<file path="src/rtl/fetch_stage.sv">
// Instruction fetch stage: owns the fetch PC, issues one imem request at a time
// and presents the returned instruction plus its PC to the IF/ID register.
module fetch_stage #(
    parameter logic [31:0] RESET_PC  = 32'h0000_0000,
    parameter logic [31:0] NOP_INSTR = 32'h0000_0013
) (
    input  logic        clk,
    input  logic        rst_n,
    input  logic        stall,
    input  logic        redirect_valid,
    input  logic [31:0] redirect_pc,
    output logic        imem_req,
    output logic [31:0] imem_addr,
    input  logic        imem_ready,
    input  logic        imem_rvalid,
    input  logic [31:0] imem_rdata,
    output logic [31:0] instruction_IF,
    output logic [31:0] pc_in,
    output logic        valid_IF,
    output logic        misalign
);

    typedef enum logic [1:0] {
        S_IDLE,
        S_REQ,
        S_WAIT,
        S_HOLD
    } state_t;

    state_t      state, state_n;
    logic [31:0] fetch_pc, fetch_pc_n;
    logic        drop, drop_n;
    logic        valid_n;
    logic [31:0] instr_n;
    logic [31:0] pc_in_n;
    logic        misalign_n;

    assign imem_req  = (state == S_REQ);
    assign imem_addr = fetch_pc;

    always_ff @(posedge clk or negedge rst_n) begin
        if (!rst_n) begin
            state          <= S_IDLE;
            fetch_pc       <= RESET_PC;
            drop           <= 1'b0;
            valid_IF       <= 1'b0;
            instruction_IF <= NOP_INSTR;
            pc_in          <= '0;
            misalign       <= 1'b0;
        end else begin
            state          <= state_n;
            fetch_pc       <= fetch_pc_n;
            drop           <= drop_n;
            valid_IF       <= valid_n;
            instruction_IF <= instr_n;
            pc_in          <= pc_in_n;
            misalign       <= misalign_n;
        end
    end

    always_comb begin
        state_n    = state;
        fetch_pc_n = fetch_pc;
        drop_n     = drop;
        valid_n    = valid_IF;
        instr_n    = instruction_IF;
        pc_in_n    = pc_in;
        misalign_n = 1'b0;

        if (redirect_valid) begin
            // Redirect wins over stall; an already-accepted request must be drained as stale
            fetch_pc_n = {redirect_pc[31:2], 2'b00};
            valid_n    = 1'b0;
            instr_n    = NOP_INSTR;
            misalign_n = |redirect_pc[1:0];
            case (state)
                S_REQ: begin
                    if (imem_ready) begin
                        state_n = S_WAIT;
                        drop_n  = 1'b1;
                    end else begin
                        state_n = S_REQ;
                        drop_n  = 1'b0;
                    end
                end
                S_WAIT: begin
                    if (imem_rvalid) begin
                        state_n = S_REQ;
                        drop_n  = 1'b0;
                    end else begin
                        state_n = S_WAIT;
                        drop_n  = 1'b1;
                    end
                end
                default: begin
                    state_n = S_REQ;
                    drop_n  = 1'b0;
                end
            endcase
        end else begin
            case (state)
                S_IDLE: state_n = S_REQ;
                S_REQ: begin
                    if (imem_ready) state_n = S_WAIT;
                end
                S_WAIT: begin
                    if (imem_rvalid) begin
                        if (drop) begin
                            drop_n  = 1'b0;
                            state_n = S_REQ;
                        end else begin
                            instr_n    = imem_rdata;
                            pc_in_n    = fetch_pc;
                            valid_n    = 1'b1;
                            fetch_pc_n = fetch_pc + 32'd4;
                            state_n    = S_HOLD;
                        end
                    end
                end
                S_HOLD: begin
                    if (!stall) begin
                        valid_n = 1'b0;
                        instr_n = NOP_INSTR;
                        state_n = S_REQ;
                    end
                end
                default: state_n = S_IDLE;
            endcase
        end
    end

endmodule

</file>
<file path="config.mk">
export PLATFORM = sky130hd
export DESIGN_NAME = fetch_stage
export DESIGN_NICKNAME = d
export VERILOG_FILES = /design/src/rtl/fetch_stage.sv
export SDC_FILE = /design/constraint.sdc
export NUM_CORES = 1
export LEC_CHECK = 0
export CAP_MARGIN = 20
export CORE_MARGIN = 8
export CORE_UTILIZATION = 40
export DETAILED_ROUTE_END_ITERATION = 12
export PLACE_DENSITY_LB_ADDON = 0.3
export SLEW_MARGIN = 20
export SYNTH_ARGS = -nofsm -noshare
export SYNTH_HDL_FRONTEND = slang
export SYNTH_SLANG_ARGS = --single-unit
export TNS_END_PERCENT = 5
</file>
<file path="constraint.sdc">
create_clock -name clk -period 2.3 [get_ports clk]
set_clock_uncertainty 0.1 [all_clocks]
set_input_delay 0.69 -clock clk [delete_from_list [all_inputs] [get_ports clk]]
set_output_delay 0.69 -clock clk [all_outputs]
set_load 0.01 [all_outputs]
</file>
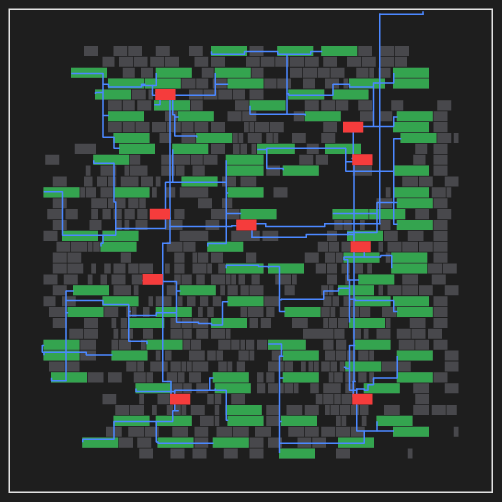
**Above:** run 1 (clock distribution).
(4 px per micron)
[clock wires] blue | length: 1220 microns
[cells driving clock nets] red | count: 9
[flip-flops] green | count: 97
routed clock nets: 10
flops lie: widely spread
Power Clock: 980 uW
Worst-Skew Late Latency: 370 ps
Clk pwr share: 19.0%

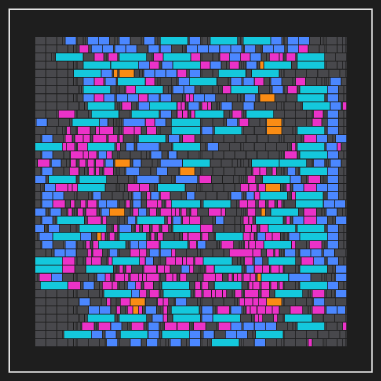
**Above:** run 1 (cell classes on the final placement).
(3 px per micron) Fill, decap, tap and diode cells in gray.
| class | color | cells | share of their area |
|---|---|---|---|
| flip-flops | cyan | 97 | 38% |
| clock drivers and dummy loads | orange | 16 | 2.5% |
| other buffers and delay cells | blue | 202 | 31% |
| all other logic | magenta | 269 | 29% |
post-route cell area: 6650 sq um
Site Rows: 38

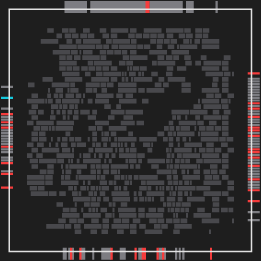
**Above:** run 1 (pin map).
(2 px per micron) Pins as bars across the die edge, other pins in gray.
| port | color | pins | direction | edge |
|---|---|---|---|---|
| imem_ready | cyan | 1 | input | left |
| pc_in | red | 32 | output | 14 right, 9 bottom, 7 left, 2 top |
number of port buffers: 164
chip width: 120 microns
Die H: 120 microns

==> out/qor.yml, run 1 <==
cts:
  post_cts_buffers: 4
  cts_root_buf: "clkbuf_8"
  cts_resized: 10
  cts_hold_buf: 0
  clock_tree.buffer_depth: 2
  cts.clk_slew.worst_paths_ps: 90
  cts_made_buffers: 9
  clock_sinks: 97
final_timing:
  final-setup-viol-count: 2
  hold_viol: 0
  setup_ws_ps: -47.8
  report.final.slew_viol_count: 0
  finalCritPeriodShare_pct: 102
  tns_ps: -86.7
min_path:
  hold_path_class: "in -> async"
final_layout:
  mostFrequentLayoutCells: "clkdlybuf4s50_1, dfrtp_1, mux2_2, buf_4, a22o_1"
  layout_top_cell: "clkdlybuf4s50_1"
  drive_gt1_share_pct: 17.3
job:
  warnings: 30
  maxCapViolCount: 0
critical_path:
  crit_type: "reg -> reg"
  rr_startpoint: "state[0]$_DFFE_PN0P_"
  worstPathRequired_ps: 2470
  crit_end: "imem_addr[31]$_DFFE_PN0P_"
  worstReg2RegEnd: "imem_addr[31]$_DFFE_PN0P_"
  r2r_cells: 6
  r2r_slack_ps: -50
  start_kind: "register"
  endpoint_kind: "register"
logic_synthesis:
  area_leaders: "dfrtp_1, mux2_2, a22o_1"
  top_cells_by_count: "dfrtp_1, mux2_2, a22o_1, nor2_1, nand2_1"
  ys.flop_type: "dfrtp_1"
  synth_area_sq_um: 4360
  synth_top_area_share_pct: 54.0
  avgSynthCellArea_sq_um: 11.2
  synth_top_cell_by_area: "dfrtp_1"
  synth_flops: 97
  adder_share_pct: 1.15
drt:
  drtPass1Iterations: 5
  met3WireLength_microns: 951
  wl_met1_microns: 5280
  avgRoutedWirePerCell_microns: 17.6
floorplanning:
  core-area_sq_um: 10700
  initCoreUtil_pct: 40.6
power_and_ir_drop:
  pg_seq_mw: 2.28
  finalPower_mw: 5.17
  leakagePower_nw: 2.83
outcome:
  violations: "negative setup slack"
  outcome: "complete, but fails checks"
placement:
  dp_cells: 704
  dp_hpwl_microns: 9750
grt:
  grt_overflow_total: 0
  antenna_found_initial: 0
  grt_usage_pct: 17.9
run 1: per-layer routing:
metal	vias up	GRT usage, %
li1	1801	-
met1	1866	21.9
met2	119	29.2
met5	-	0
met4	0	7.57
met3	17	4.80
run 1: critical path, cell delays in order, from the launching register on:
cell and delay (ps):
dfrtp_1 390, inv_1 60, ha_1 160, nand4b_1 230, or4_4 610, or4_1 530, a31oi_1 180
run 1: cell type report:
type,count,area share [%]
flip-flops and latches,97,36.6
repair buffers,202,30.2
multi-input cells,254,27.3
well taps,140,2.64
clock buffers,15,2.35
inverters,15,0.847
clock inverters,1,0.0753
run 1: state kept, by name (all words and copies together) (netlist names):
register / flops
state: 2
imem_addr: 30
drop: 1
pc_in: 30
instruction_IF: 32
valid_IF: 1
misalign: 1
==> run 2: changes to the inputs <==
--- a/config.mk
+++ b/config.mk
@@ -10,6 +10,7 @@
 export CORE_UTILIZATION = 40
 export DETAILED_ROUTE_END_ITERATION = 12
 export PLACE_DENSITY_LB_ADDON = 0.3
+export SKIP_LAST_GASP = 1
 export SLEW_MARGIN = 20
 export SYNTH_ARGS = -nofsm -noshare
 export SYNTH_HDL_FRONTEND = slang
==> run 2 against run 1 <==
- the run still ends with negative setup slack left
- register-to-register slack barely moved
- routed wire length rose by 1.2%
- final cell count rose by 0.41%
- combinational power barely moved
- die area did not move
- via count fell by 0.21%
- sequential power barely moved
- sequential share of layout area fell by 0.20 points
- largest cell class unchanged
==> out/qor.yml, run 2 <==
outcome:
  outcome: "complete, but fails checks"
  violations: "negative setup slack"
critical_path:
  cpMostUsedCell: "or4_4"
  cpPeakStageDelay_ps: 560  # -50 ps
  crit_type: "reg -> reg"
  crit_family: "simple AND/OR/NAND/NOR gates"
  worstReg2RegEnd: "imem_addr[31]$_DFFE_PN0P_"
  rr_startpoint: "state[0]$_DFFE_PN0P_"
  worstPathRequired_ps: 2480  # about the same
  endpoint_kind: "register"
  r2r_cells: 7  # +1
  cp_num_cells: 7  # +1
  r2r_slack_ps: -40  # about the same
drt:
  wl_met1_microns: 5320  # +0.87%
  met3WireLength_microns: 1020  # +7.2%
  avgRoutedWirePerCell_microns: 17.8  # +0.79%
logic_synthesis:
  avgSynthCellArea_sq_um: 11.2  # unchanged
  area_leaders: "dfrtp_1, mux2_2, a22o_1"
  synth_area_sq_um: 4360  # unchanged
  synth_top_area_share_pct: 54.0  # unchanged
  top_cells_by_count: "dfrtp_1, mux2_2, a22o_1, nor2_1, nand2_1"
  ys.flop_type: "dfrtp_1"
  synth_flops: 97  # unchanged
  synth_top_cell_by_area: "dfrtp_1"
final_layout:
  ff_count: 97  # unchanged
  regMostFlops: "instruction_IF"
  largest_reg_flops: 32  # unchanged
  drive_gt1_share_pct: 17.4  # +0.082 points
  comb_share_pct: 27.5  # +0.14 points
  nMultiInputCombCells: 255  # +0.39%
  syn2layout_area_growth_pct: 53.2
  clockBufferCount: 15  # unchanged
  signal_buffers: 204  # +0.99%
  largest_class: "flip-flops and latches"
  inv_count: 15  # unchanged
  layout_top_cell: "clkdlybuf4s50_1"
  area_share_nonclk_buffers_pct: 30.2  # +0.089 points
final_timing:
  tns_ps: -88.0  # -1.25 ps
  finalCritPeriodShare_pct: 102  # -0.29 points
  final-setup-viol-count: 3  # +1
  hold_viol: 0  # unchanged
  period_needed_ps: 2340
  report.final.slew_viol_count: 0  # unchanged
  setup_ws_ps: -41.1  # +6.77 ps
placement:
  dp_hpwl_microns: 9750  # unchanged
  io_buffers: 164  # unchanged
floorplanning:
  rows: 38  # unchanged
  initCoreUtil_pct: 40.6  # unchanged
  tapCellCount: 140  # unchanged
  die_width_microns: 120  # unchanged
  die_h_microns: 120  # unchanged
  core-area_sq_um: 10700  # unchanged
  ioPinCount: 169
cts:
  cts_made_buffers: 9  # unchanged
  clk_latency_ps: 370  # about the same
  clock_sinks: 97  # unchanged
  cts.clk_slew.worst_paths_ps: 90  # about the same
  cts_root_buf: "clkbuf_8"
  cts_hold_buf: 0  # unchanged
  clock_tree.buffer_depth: 2  # unchanged
power_and_ir_drop:
  leakagePower_nw: 2.83  # about the same
  power_frac_clock_pct: 19.0  # about the same
grt:
  met1_usage_pct: 21.8  # -0.12 points
  grtUsageMet3_pct: 4.80  # unchanged
  grt_overflow_total: 0  # unchanged
  grt_busiest_layer: "met2"
  met2_usage_pct: 29.0  # -0.21 points
  antenna_found_initial: 0  # unchanged
  grt_usage_pct: 17.8  # -0.13 points
min_path:
  hold_path_class: "in -> async"
==> run 2: power by group through the flow <==
stage	clock network [mW]	registers, mW	logic, mW
finish	0.980	2.28	1.91
global route	1.10	2.34	2.06
CTS	1.02	2.29	1.92
detailed placement	0	2.32	1.92
global placement	0	2.30	1.89
floorplan	0	2.48	0.597
==> run 2: cells by family after synthesis <==
logic type | Yosys count | synth area share [%]
and+or+nand+nor | 113 | 13.7
DFF | 97 | 55.8
AOI/OAI and AO/OA | 89 | 14.4
buffers and inverters | 40 | 4.10
muxes | 34 | 8.73
xor gates and xnor gates | 10 | 2.01
adders and majority gates | 4 | 1.15
other | 1 | 0.0860
==> run 2: what timing repair did <==
action                     CTS  global route
gates resized                4             9
gates cloned                 0             1
buffers inserted             4             2
pin swaps                    3             6
setup endpoints to repair   22            30
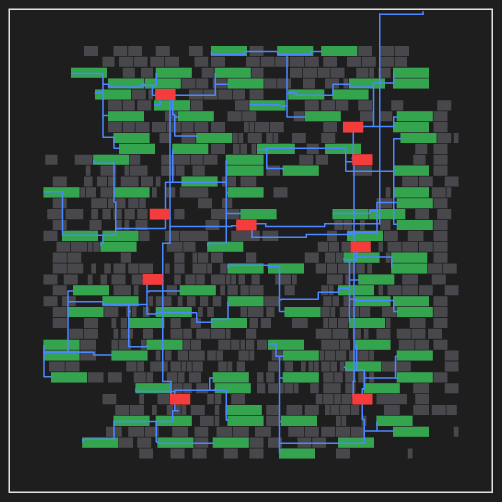
**Above:** run 2 (clock distribution).
(4 px per micron)

No activity file was given, so power comes from the tool's default toggle rates.
